--- config.mk ---
export PLATFORM = sky130hd
export DESIGN_NAME = conv_job_arbiter_flat
export DESIGN_NICKNAME = d
export VERILOG_FILES = /design/src/rtl/conv_job_arbiter_if.sv /design/src/rtl/conv_job_arbiter.sv /design/src/flat_wrapper.sv
export SDC_FILE = /design/constraint.sdc
export NUM_CORES = 1
export LEC_CHECK = 0
export CORE_UTILIZATION = 34
export CTS_BUF_LIST = sky130_fd_sc_hd__clkbuf_2 sky130_fd_sc_hd__clkbuf_4 sky130_fd_sc_hd__clkbuf_8
export DETAILED_ROUTE_END_ITERATION = 10
export PLACE_DENSITY = 0.83
export SLEW_MARGIN = 15
export SYNTH_ARGS = -nofsm -noshare
export SYNTH_HDL_FRONTEND = slang
export SYNTH_SLANG_ARGS = --single-unit
--- constraint.sdc ---
create_clock -name clk -period 6.5 [get_ports clk]
set_input_delay 1.95 -clock clk [delete_from_list [all_inputs] [get_ports clk]]
set_output_delay 1.95 -clock clk [all_outputs]
set_load 0.02 [all_outputs]
--- src/rtl/conv_job_arbiter_if.sv ---
// rtl/conv_job_arbiter_if.sv - requester and convolution-unit signal bundle for conv_job_arbiter
interface conv_job_arbiter_if #(
    parameter int NUM_REQ = 4,
    parameter int DATA_W  = 9
);
    localparam int ID_W = $clog2(NUM_REQ);

    logic [NUM_REQ-1:0]        req;
    logic [NUM_REQ*DATA_W-1:0] req_x;
    logic [NUM_REQ*DATA_W-1:0] req_y;
    logic [NUM_REQ*DATA_W-1:0] req_z;
    logic [NUM_REQ-1:0]        ack;
    logic [NUM_REQ-1:0]        cmp;
    logic [NUM_REQ-1:0]        to_err;
    logic                      conv_start;
    logic [DATA_W-1:0]         conv_x;
    logic [DATA_W-1:0]         conv_y;
    logic [DATA_W-1:0]         conv_z;
    logic                      conv_done;
    logic                      conv_abort;
    logic                      busy;
    logic [ID_W-1:0]           cur_id;

    modport slave (
        input  req, req_x, req_y, req_z, conv_done,
        output ack, cmp, to_err, conv_start, conv_x, conv_y, conv_z,
               conv_abort, busy, cur_id
    );

    modport master (
        output req, req_x, req_y, req_z, conv_done,
        input  ack, cmp, to_err, conv_start, conv_x, conv_y, conv_z,
               conv_abort, busy, cur_id
    );
endinterface

--- src/rtl/conv_job_arbiter.sv ---
// rtl/conv_job_arbiter.sv - round-robin job arbiter for a shared convolution unit (optional watchdog: CONV_ARB_TIMEOUT_EN)
module conv_job_arbiter #(
    parameter int NUM_REQ     = 4,
    parameter int DATA_W      = 9,
    parameter int TIMEOUT_CYC = 255
) (
    input  logic              clk,
    input  logic              rst,
    conv_job_arbiter_if.slave bus
);
    localparam int                ID_W      = $clog2(NUM_REQ);
    localparam logic [ID_W:0]     NUM_REQ_E = (ID_W+1)'(NUM_REQ);
    localparam logic [ID_W-1:0]   LAST_ID   = ID_W'(NUM_REQ-1);
    localparam logic [NUM_REQ-1:0] ONE_HOT0 = NUM_REQ'(1);

    typedef enum logic [1:0] {IDLE, ISSUE, WAIT} state_t;

    state_t          state;
    logic [ID_W-1:0] rr_ptr;
    logic [ID_W-1:0] winner;
    logic [ID_W-1:0] next_ptr;
    logic [ID_W:0]   idx;
    logic            found;

    // Search starts at rr_ptr and wraps at NUM_REQ, which need not be a power of two.
    always_comb begin
        found  = 1'b0;
        winner = '0;
        idx    = '0;
        for (int k = 0; k < NUM_REQ; k++) begin
            idx = {1'b0, rr_ptr} + (ID_W+1)'(k);
            if (idx >= NUM_REQ_E) idx = idx - NUM_REQ_E;
            if (!found && bus.req[idx[ID_W-1:0]]) begin
                found  = 1'b1;
                winner = idx[ID_W-1:0];
            end
        end
    end

    assign next_ptr = (bus.cur_id == LAST_ID) ? '0 : bus.cur_id + 1'b1;

`ifdef CONV_ARB_TIMEOUT_EN
    localparam int              TO_W    = $clog2(TIMEOUT_CYC + 1);
    localparam logic [TO_W-1:0] TO_LAST = TO_W'(TIMEOUT_CYC - 1);
    logic [TO_W-1:0] to_cnt;
`else
    logic unused_timeout;
    assign unused_timeout = |TIMEOUT_CYC;
    assign bus.to_err     = '0;
    assign bus.conv_abort = 1'b0;
`endif

    always_ff @(posedge clk) begin
        if (rst) begin
            state          <= IDLE;
            rr_ptr         <= '0;
            bus.ack        <= '0;
            bus.cmp        <= '0;
            bus.conv_start <= 1'b0;
            bus.conv_x     <= '0;
            bus.conv_y     <= '0;
            bus.conv_z     <= '0;
            bus.busy       <= 1'b0;
            bus.cur_id     <= '0;
`ifdef CONV_ARB_TIMEOUT_EN
            bus.to_err     <= '0;
            bus.conv_abort <= 1'b0;
            to_cnt         <= '0;
`endif
        end else begin
            bus.ack        <= '0;
            bus.cmp        <= '0;
            bus.conv_start <= 1'b0;
`ifdef CONV_ARB_TIMEOUT_EN
            bus.to_err     <= '0;
            bus.conv_abort <= 1'b0;
`endif
            case (state)
                IDLE: begin
                    if (found) begin
                        bus.conv_x     <= bus.req_x[int'(winner)*DATA_W +: DATA_W];
                        bus.conv_y     <= bus.req_y[int'(winner)*DATA_W +: DATA_W];
                        bus.conv_z     <= bus.req_z[int'(winner)*DATA_W +: DATA_W];
                        bus.cur_id     <= winner;
                        bus.ack        <= ONE_HOT0 << winner;
                        bus.conv_start <= 1'b1;
                        bus.busy       <= 1'b1;
                        state          <= ISSUE;
                    end
                end
                // conv_done may still be high from the previous job here, so it is not looked at.
                ISSUE: begin
                    state <= WAIT;
`ifdef CONV_ARB_TIMEOUT_EN
                    to_cnt <= '0;
`endif
                end
                WAIT: begin
                    if (bus.conv_done) begin
                        bus.cmp  <= ONE_HOT0 << bus.cur_id;
                        bus.busy <= 1'b0;
                        rr_ptr   <= next_ptr;
                        state    <= IDLE;
                    end
`ifdef CONV_ARB_TIMEOUT_EN
                    else if (to_cnt == TO_LAST) begin
                        bus.to_err     <= ONE_HOT0 << bus.cur_id;
                        bus.conv_abort <= 1'b1;
                        bus.busy       <= 1'b0;
                        rr_ptr         <= next_ptr;
                        state          <= IDLE;
                    end else begin
                        to_cnt <= to_cnt + 1'b1;
                    end
`endif
                end
                default: state <= IDLE;
            endcase
        end
    end
endmodule

--- src/flat_wrapper.sv ---
// flat-port wrapper written by rule: the top's interface ports become plain ports
module conv_job_arbiter_flat 
#(
    parameter int NUM_REQ     = 4,
    parameter int DATA_W      = 9,
    parameter int TIMEOUT_CYC = 255
)
  (clk, rst, bus_req, bus_req_x, bus_req_y, bus_req_z, bus_conv_done, bus_ack, bus_cmp, bus_to_err, bus_conv_start, bus_conv_x, bus_conv_y, bus_conv_z, bus_conv_abort, bus_busy, bus_cur_id);
  conv_job_arbiter_if #(.NUM_REQ(NUM_REQ), .DATA_W(DATA_W)) bus_i ();
  input  logic clk;
  input  logic rst;
  input wire logic [$bits(bus_i.req)-1:0] bus_req;
  input wire logic [$bits(bus_i.req_x)-1:0] bus_req_x;
  input wire logic [$bits(bus_i.req_y)-1:0] bus_req_y;
  input wire logic [$bits(bus_i.req_z)-1:0] bus_req_z;
  input wire logic [$bits(bus_i.conv_done)-1:0] bus_conv_done;
  output wire logic [$bits(bus_i.ack)-1:0] bus_ack;
  output wire logic [$bits(bus_i.cmp)-1:0] bus_cmp;
  output wire logic [$bits(bus_i.to_err)-1:0] bus_to_err;
  output wire logic [$bits(bus_i.conv_start)-1:0] bus_conv_start;
  output wire logic [$bits(bus_i.conv_x)-1:0] bus_conv_x;
  output wire logic [$bits(bus_i.conv_y)-1:0] bus_conv_y;
  output wire logic [$bits(bus_i.conv_z)-1:0] bus_conv_z;
  output wire logic [$bits(bus_i.conv_abort)-1:0] bus_conv_abort;
  output wire logic [$bits(bus_i.busy)-1:0] bus_busy;
  output wire logic [$bits(bus_i.cur_id)-1:0] bus_cur_id;
  assign bus_i.req = bus_req;
  assign bus_i.req_x = bus_req_x;
  assign bus_i.req_y = bus_req_y;
  assign bus_i.req_z = bus_req_z;
  assign bus_i.conv_done = bus_conv_done;
  assign bus_ack = bus_i.ack;
  assign bus_cmp = bus_i.cmp;
  assign bus_to_err = bus_i.to_err;
  assign bus_conv_start = bus_i.conv_start;
  assign bus_conv_x = bus_i.conv_x;
  assign bus_conv_y = bus_i.conv_y;
  assign bus_conv_z = bus_i.conv_z;
  assign bus_conv_abort = bus_i.conv_abort;
  assign bus_busy = bus_i.busy;
  assign bus_cur_id = bus_i.cur_id;
  conv_job_arbiter #(.NUM_REQ(NUM_REQ), .DATA_W(DATA_W), .TIMEOUT_CYC(TIMEOUT_CYC)) u_core (.clk(clk), .rst(rst), .bus(bus_i));
endmodule
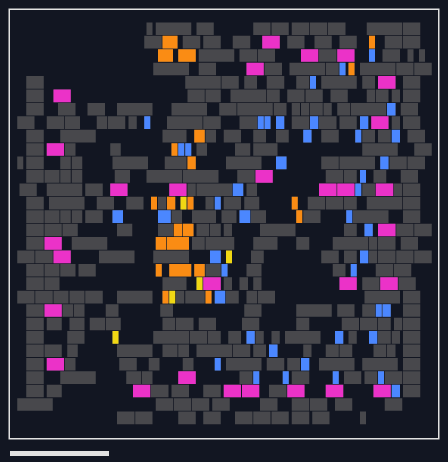
Figure 1: run 1, selected gate families.
Scale bar: 20 µm.
Key: magenta = multiplexers [cells 29, where widely spread]; orange = NOR gates [cells 22]; blue = NAND gates [cells 44]; yellow = inverters [cells 5]

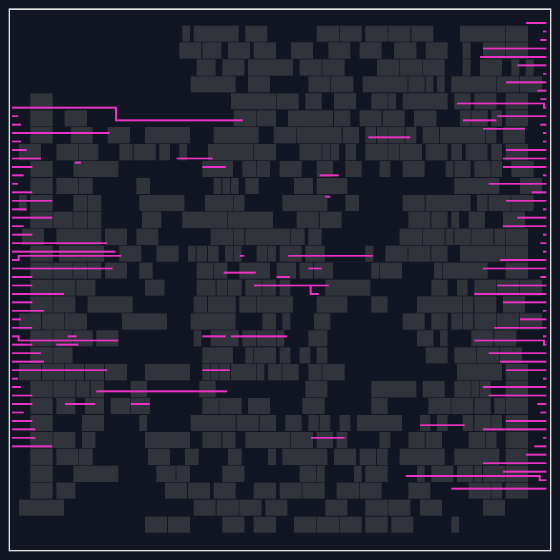
Figure 2: run 1, metal 3.
The longest straight run is 21.4 µm. The layer holds 7.9% of the routed length. The wires run mostly horizontal. 114 nets have wire on it. The layer carries 676 µm of wire.

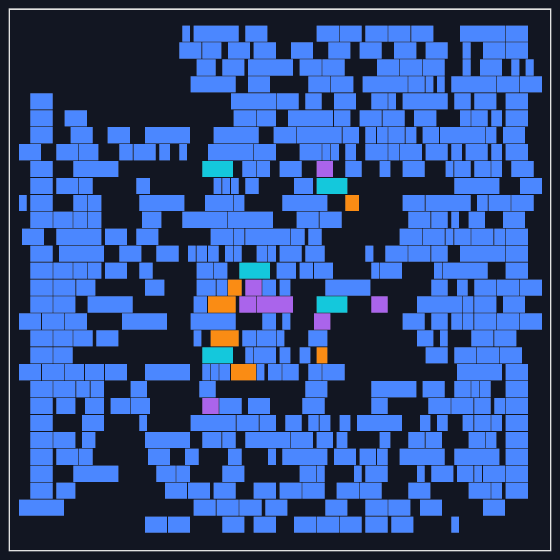
Figure 3: run 1, sizing map.
Key: orange = _2 cells [cells 6, most used nor4_2]; cyan = _6 and larger [cells 5, most used clkbuf_8]; blue = _0 and _1 cells [cells 406, most used clkdlybuf4s50_1]; purple = _3 and _4 cells [cells 7, most used buf_4]

==> results.toml, run 1 <==
# physical design summary
[run_status]
status = "finished clean"

[finish]
diodes = 0
final-comb-area_um2 = 1438
n_fill_cell = 620

[sta]
whs_ns = 0.4679
fin_tns_setup_ns = 0
min_period_ns = 4.865
max_slew.worst_pin.slew_ns = 0.9843
setup_violations = 0
period_used_share = 0.7485
hold_violations = 0

[synth]
syn_area_um2 = 2442
yosysTopAreaCell = "dfxtp_1"
top_cell = "dfxtp_1"
top_cells_by_area = "dfxtp_1 (35%), mux2i_1 (12%), a21o_1 (5.2%)"
synthDistinctLibCells = 41
synthFlopType = "dfxtp_1"
common_cells = "dfxtp_1 (43), mux2i_1 (29), nand2_1 (22)"

[detailed_routing]
drt_iter0_markers = 83
post_drt_wl_per_cell_um = 16.44
via_per_inst = 5.356
ant_nets = 0
dr_total_vias = 2785

[global_route]
grt_pass1_wl_mm = 12.94
grt_pass1_vias = 2693

[power_and_ir_drop]
p_leak_nw = 1.553
power_density_nw_per_um2 = 188.6

[clock_tree]
hold_buffers = 0
htreeDepth = 2

[setup_path]
path_buffers = 1
worstSetupPathType = "input pin to flip-flop"
cpPeakStageDelay_ns = 0.76
required_ns = 6.64

[floorplan]
core_util_floorplan = 0.3556
==> run 1: worst reg2reg max path: stages (launching register included) <==
cell      delay [ns]
dfxtp_1         0.53
mux2i_1         0.30
o22a_1          0.64
nand2_2         0.76
a32oi_1         0.48
o221ai_1        0.17
==> run 1: layout by cell type (no fill, tap or decap), drive strengths merged <==
cell type      synthesis  layout
a211o                  1       1
a21o                  17      17
a21oi                  7       7
a221oi                 1       1
a31oi                  8       8
a32oi                  3       3
and2                  11      11
buf                   20       4
clkbuf                10       6
clkdlybuf4s50          0     153
clkinv                 0       1
clkinvlp               0       1
conb                   1       5
dfxtp                 43      43
ha                     1       1
inv                    5       5
mux2i                 29      29
nand2                 22      22
nand2b                 2       2
nand3                 16      16
nand3b                 1       1
nand4                  3       3
nor2                  11      11
nor2b                  1       1
nor3                   3       3
nor4                   4       4
nor4b                  2       2
nor4bb                 1       1
o2111ai                8       8
o211ai                17      17
o21a                   1       1
o21ai                 18      18
o221a                  1       1
o221ai                11      11
o22a                   2       2
o22ai                  1       1
or2                    1       1
or3                    2       2
==> run 1: cell type report <==
class / instances / share of cell area
inverter: 5 / 0.004591
sequential: 43 / 0.2106
tap: 96 / 0.02938
clock inverter: 2 / 0.003061
multi-input combinational: 211 / 0.3517
timing repair buffer: 157 / 0.3820
clock buffer: 6 / 0.01867
==> run 1: cell families after synthesis <==
kind of cell	count (synthesis)	share of synthesized area
flip-flops	43	0.3525
AND-OR/OR-AND	96	0.2813
buffers and inverters	35	0.06916
other	1	0.001535
multiplexers	29	0.1189
adder cells (fa/ha/maj)	1	0.005122
AND/OR/NAND/NOR	80	0.1716
==> run 1: power breakdown <==
group / internal (mW) / total (mW) / switching, mW
registers: 0.292 / 0.310 / 0.0181
clock network: 0.0795 / 0.178 / 0.0985
logic: 0.151 / 0.283 / 0.132
total: 0.522 / 0.771 / 0.249
==> run 1: layer usage <==
metal / vias up / routed length, µm / global-route usage
met5: - / 0 / 0
met4: 0 / 91 / 0.06061
met3: 9 / 675 / 0.04286
met2: 140 / 4367 / 0.4177
met1: 1293 / 3412 / 0.2582
li1: 1343 / - / -
==> run 1: through the flow <==
stage,setup slack [ns],instances,power [mW],area (µm²),utilization
final,1.635,520,0.7710,4088,0.5951
after global routing,1.377,520,0.8075,4088,0.5951
after CTS,1.653,520,0.7753,4080,0.5940
after detailed placement,1.325,512,0.5987,3991,0.5811
after global placement,1.538,512,0.5924,3991,0.5811
after floorplan,3.092,289,0.4508,2457,-
==> run 1: how the worst max path moves through the flow <==
stage               slack [ns]  cells past startpoint                   end       start
floorplan                 3.09                      8  u_core.bus.conv_x[1]  bus_req[1]
global placement          1.54                      6  u_core.bus.conv_x[1]  bus_req[2]
detailed placement        1.32                      6  u_core.bus.conv_y[5]  bus_req[2]
CTS                       1.65                      6  u_core.bus.conv_y[5]  bus_req[2]
global route              1.38                      6  u_core.bus.conv_y[5]  bus_req[2]
finish                    1.63                      6  u_core.bus.conv_y[5]  bus_req[2]
## Run 2: what changed since run 1
--- a/config.mk
+++ b/config.mk
@@ -8,7 +8,7 @@
 export CORE_UTILIZATION = 34
 export CTS_BUF_LIST = sky130_fd_sc_hd__clkbuf_2 sky130_fd_sc_hd__clkbuf_4 sky130_fd_sc_hd__clkbuf_8
 export DETAILED_ROUTE_END_ITERATION = 10
-export PLACE_DENSITY = 0.83
+export PLACE_DENSITY = 0.86
 export SLEW_MARGIN = 15
 export SYNTH_ARGS = -nofsm -noshare
 export SYNTH_HDL_FRONTEND = slang
==> constraint.sdc (replaced) <==
create_clock -name clk -period 4.1 [get_ports clk]
set_input_delay 1.23 -clock clk [delete_from_list [all_inputs] [get_ports clk]]
set_output_delay 1.23 -clock clk [all_outputs]
set_load 0.02 [all_outputs]
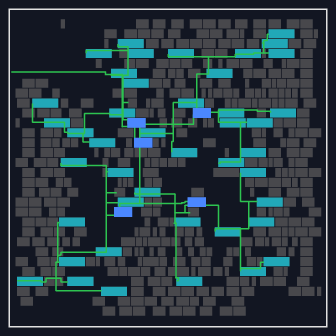
Figure 4: run 2, routed clock nets over the placement.
Key: blue = clock drivers [count 5]; cyan = flip-flops [count 43]; green = clock wires [length 567 µm]
Position of the flops: widely spread. There are 6 routed clock nets.

==> run 2 against run 1 <==
  * Register-to-register slack lost 1.7 ns
  * Largest cell class unchanged
  * Synthesized cell count is the same
  * Utilization grew 0.80 points
  * Flip-flop count is the same
==> results.toml, run 2 <==
# physical design summary
[setup_path]
required_ns = 4.28
crit_path_end = "u_core.bus.conv_z[2]"
worstSetupPathType = "input pin to flip-flop"
r2r_cells = 6
cpPeakStageDelay_ns = 0.61
worstPathCellList = "clkdlybuf4s50_1 > nand2_1 > a221oi_1 > or2_1 > or3_1 > buf_4 > o211ai_1"
crit_start = "bus_req[0]"
r2r-start = "u_core.rr_ptr[1]"

[power_and_ir_drop]
power_density_nw_per_um2 = 297.6
p_leak_nw = 1.585

[global_route]
met2_usage = 0.4242
grt_util_met1 = 0.2228
grt.busiest_layer = "met2"
grt_pass1_vias = 2749
grt_pass1_wl_mm = 12.68
grtUsageMet3 = 0.05429

[sta]
fin_tns_setup_ns = 0
timing.final.ws_setup_ns = 0.8230
hold_violations = 0
slew_headroom = 0.2305
period_used_share = 0.7993
max_slew.worst_pin.slew_ns = 1.154
min_period_ns = 3.277

[clock_tree]
cts_resized = 0
hold_buffers = 0
post_cts_buffers = 0
htreeDepth = 2

[finish]
fin_util = 0.6031
diodes = 0
n_fill_cell = 592
layout_top_cells = "clkdlybuf4s50_1 (153), dfxtp_1 (43), mux2i_1 (29), nand2_1 (21)"

[detailed_routing]
drt_iter0_markers = 115
post_drt_wl_per_cell_um = 15.76
ant_nets = 0
dr_total_vias = 2793
via_per_inst = 5.310

[synth]
avgSynthCellArea_um2 = 8.570
top_cell = "dfxtp_1"
yosysTopAreaCell = "dfxtp_1"
common_cells = "dfxtp_1 (43), mux2i_1 (29), nand2_1 (22)"
synthDistinctLibCells = 41
synthFlopType = "dfxtp_1"
syn_area_um2 = 2442

[floorplan]
core_util_floorplan = 0.3556

[run_status]
status = "finished clean"
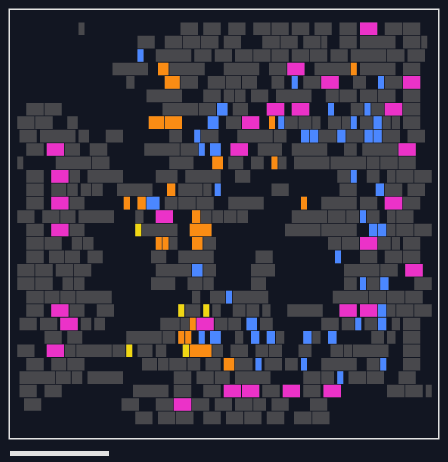
Figure 5: run 2, selected gate families.
Scale bar: 20 µm.
multi-input combinational area share: 0.3452
non-filler instance count after layout: 526
Top cell excl fill/tap: clkdlybuf4s50_1

[run 2: cell counts after synthesis]
No cell type changed its count.
[run 2: worst min-delay path by stage]
stage	startpoint	endpoint	slack [ns]	depth (start not counted)
CTS	u_core.bus.busy	u_core.bus.busy	0.47	2
floorplan	u_core.state[1]	u_core.state[0]	0.50	1
global placement	u_core.bus.busy	u_core.bus.busy	0.45	2
detailed placement	u_core.bus.busy	u_core.bus.busy	0.46	2
global route	u_core.bus.busy	u_core.bus.busy	0.49	2
finish	u_core.bus.busy	u_core.bus.busy	0.46	2
[run 2: area by class of cell]
| cell class | count | area (µm²) | area share |
|---|---|---|---|
| flip-flops and latches | 43 | 860.8 | 0.2078 |
| repair buffers | 163 | 1619 | 0.3908 |
| clock inverters | 3 | 25.02 | 0.006040 |
| multi-input cells | 211 | 1430 | 0.3452 |
| inverters | 5 | 18.77 | 0.004530 |
| well taps | 96 | 120.1 | 0.02899 |
| clock buffers | 5 | 68.82 | 0.01661 |
[run 2: cell families (layout without fill, tap and decap cells)]
kind of cell / count (synthesis) / count (layout) / share of synthesized area
other: 1 / 5 / 0.001535
flip-flops: 43 / 43 / 0.3525
multiplexers: 29 / 29 / 0.1189
adder cells (fa/ha/maj): 1 / 1 / 0.005122
AND/OR/NAND/NOR: 80 / 80 / 0.1716
AND-OR/OR-AND: 96 / 96 / 0.2813
buffers and inverters: 35 / 176 / 0.06916
[run 2: metrics by stage]
stage	area [µm²]	power, mW	std cells
6_report	4143	1.233	526
5_1_grt	4143	1.297	526
4_1_cts	4143	1.243	526
3_5_place_dp	4049	0.9580	518
3_3_place_gp	4049	0.9496	518
2_1_floorplan	2457	0.7146	289
[run 2: report_power, final]
| part | switching [mW] | internal [mW] | total [mW] |
|---|---|---|---|
| clock | 0.162 | 0.122 | 0.284 |
| combinational | 0.212 | 0.246 | 0.457 |
| sequential | 0.0289 | 0.463 | 0.491 |
| total | 0.402 | 0.830 | 1.23 |
[run 2: routing by layer]
layer | vias up | wire length, µm
li1 | 1352 | -
met1 | 1301 | 3207
met2 | 134 | 4318
met3 | 6 | 726
met4 | 0 | 37
met5 | - | 0
[run 2: critical path: cells and delay by family]
family | cells | cell delay (ns)
buffers and inverters | 2 | 0.87
and+or+nand+nor | 3 | 0.83
AOI/OAI and AO/OA | 2 | 0.52
## Run 3: what changed since run 2
--- a/config.mk
+++ b/config.mk
@@ -8,7 +8,7 @@
 export CORE_UTILIZATION = 34
 export CTS_BUF_LIST = sky130_fd_sc_hd__clkbuf_2 sky130_fd_sc_hd__clkbuf_4 sky130_fd_sc_hd__clkbuf_8
 export DETAILED_ROUTE_END_ITERATION = 10
-export PLACE_DENSITY = 0.86
+export PLACE_DENSITY = 0.83
 export SLEW_MARGIN = 15
 export SYNTH_ARGS = -nofsm -noshare
 export SYNTH_HDL_FRONTEND = slang
==> constraint.sdc (replaced) <==
create_clock -name clk -period 3.1 [get_ports clk]
set_input_delay 0.93 -clock clk [delete_from_list [all_inputs] [get_ports clk]]
set_output_delay 0.93 -clock clk [all_outputs]
set_load 0.02 [all_outputs]
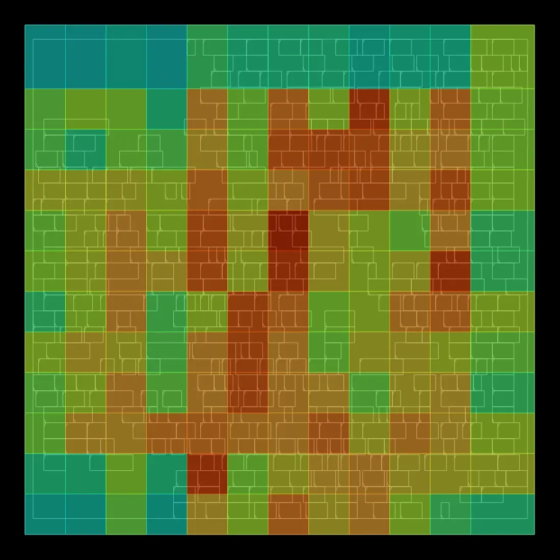
Figure 6: run 3, congestion heat map.
met3 Usage GRT: 0.04857
GR Layer Usage met1: 0.2760
GRT Total Usage: 0.2352

==> run 3 against run 2 <==
  * Clock power up 42%
  * Sequential share of layout area fell by 0.35 points
  * Synthesized area unchanged
  * Cell count increased by 1.3%
  * Register-to-register slack got worse by 0.63 ns
==> results.toml, run 3 <==
# physical design summary
[sta]
period_used_share = 0.9166
max_slew.worst_pin.slew_ns = 0.9685
hold_violations = 0
min_period_ns = 2.841
slew_viol_final = 0
slew_headroom = 0.3494

[synth]
ys_seq_share = 0.3525
synthFlopType = "dfxtp_1"
avgSynthCellArea_um2 = 8.570
common_cells = "dfxtp_1 (43), mux2i_1 (29), nand2_1 (22)"
ys_area_um2 = 2442
synth_top_area_share = 0.3525
syn_area_um2 = 2442
yosysTopAreaCell = "dfxtp_1"
synthDistinctLibCells = 41
top_cell = "dfxtp_1"

[power_and_ir_drop]
p_total_mw = 1.671
power_density_nw_per_um2 = 396.6
p_leak_nw = 1.630

[setup_path]
cpPeakStageDelay_ns = 0.75
worstSetupPathType = "input pin to flip-flop"
worstPathCellList = "clkdlybuf4s50_1 > nor4_2 > nor3_1 > buf_4 > a31oi_1 > o221ai_1"

[detailed_routing]
dr_total_vias = 2834
drt_iter0_markers = 114
ant_nets = 0
via_per_inst = 5.317
post_drt_wl_per_cell_um = 16.47

[floorplan]
core_util_floorplan = 0.3556

[finish]
layout_top_cell = "clkdlybuf4s50_1"
n_fill_cell = 638
diodes = 0
layout_top_cells = "clkdlybuf4s50_1 (153), dfxtp_1 (43), mux2i_1 (29), nand2_1 (21)"

[run_status]
status = "finished clean"

[clock_tree]
post_cts_buffers = 0

[global_route]
grt_max_degree = 27
grt_pass1_vias = 2810
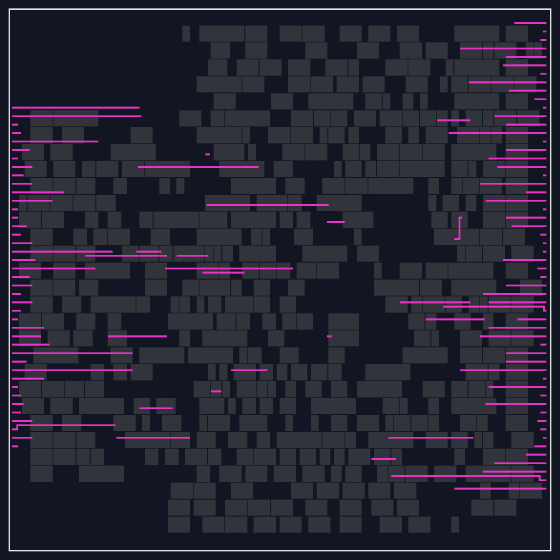
Figure 7: run 3, metal 3.
The wires run mostly horizontal. The layer holds 8.2% of the routed length. 110 nets have wire on it. The layer carries 716 µm of wire. The longest straight run is 23.7 µm.

==> run 3: worst paths after layout <==
check                                      start              endpoint  slack, ns  cells after the start
worst max-delay path                  bus_req[3]  u_core.bus.conv_y[1]       0.26                      6
worst min-delay path             u_core.bus.busy       u_core.bus.busy       0.46                      2
worst max register to register  u_core.rr_ptr[1]  u_core.bus.conv_z[8]       1.13                      6
worst min register to register   u_core.bus.busy       u_core.bus.busy       0.46                      2
==> run 3: stage by stage <==
stage | TNS, ns | instances | hold slack (ns) | utilization | instance area [µm²]
6_report | 0 | 533 | 0.4599 | 0.6133 | 4213
5_1_grt | 0 | 533 | 0.4958 | 0.6133 | 4213
4_1_cts | 0 | 533 | 0.4671 | 0.6122 | 4205
3_5_place_dp | -0.2897 | 525 | 0.4563 | 0.5971 | 4101
3_3_place_gp | -0.03553 | 525 | 0.4500 | 0.5971 | 4101
2_1_floorplan | 0 | 289 | 0.5048 | - | 2457
==> run 3: power by group <==
| group | switching (mW) | internal [mW] |
|---|---|---|
| Clock | 0.190 | 0.212 |
| Sequential | 0.0378 | 0.612 |
| Combinational | 0.286 | 0.333 |
| Total | 0.514 | 1.16 |
==> run 3: worst max-delay path: cells and delay by family <==
kind / cells / cell delay, ns
and+or+nand+nor: 2 / 0.87
AOI/OAI and AO/OA: 2 / 0.27
buffers and inverters: 2 / 0.97
==> run 3: layout make-up <==
cell class              instances  area, µm²  share of cell area
repair buffers                170       1672              0.3968
multi-input cells             211       1438              0.3413
flip-flops and latches         43      860.8              0.2043
well taps                      96      120.1             0.02851
clock buffers                   8      103.9             0.02465
inverters                       5      18.77            0.004455
==> run 3: routing by layer <==
metal / routed length, µm / vias up / share of wire / track usage
met5: 0 / - / 0 / 0
met4: 46 / 0 / 0.0052 / 0.04848
met3: 716 / 8 / 0.082 / 0.04857
met2: 4557 / 133 / 0.52 / 0.4394
met1: 3458 / 1329 / 0.39 / 0.2760
li1: - / 1364 / - / -
==> run 3: cell families (layout without fill, tap and decap cells) <==
kind of cell / Yosys count / in the layout / share of synthesized area
AND-OR/OR-AND: 96 / 96 / 0.2813
adder cells (fa/ha/maj): 1 / 1 / 0.005122
buffers and inverters: 35 / 183 / 0.06916
flip-flops: 43 / 43 / 0.3525
multiplexers: 29 / 29 / 0.1189
other: 1 / 5 / 0.001535
AND/OR/NAND/NOR: 80 / 80 / 0.1716
Power and IR drop assume default switching activity.
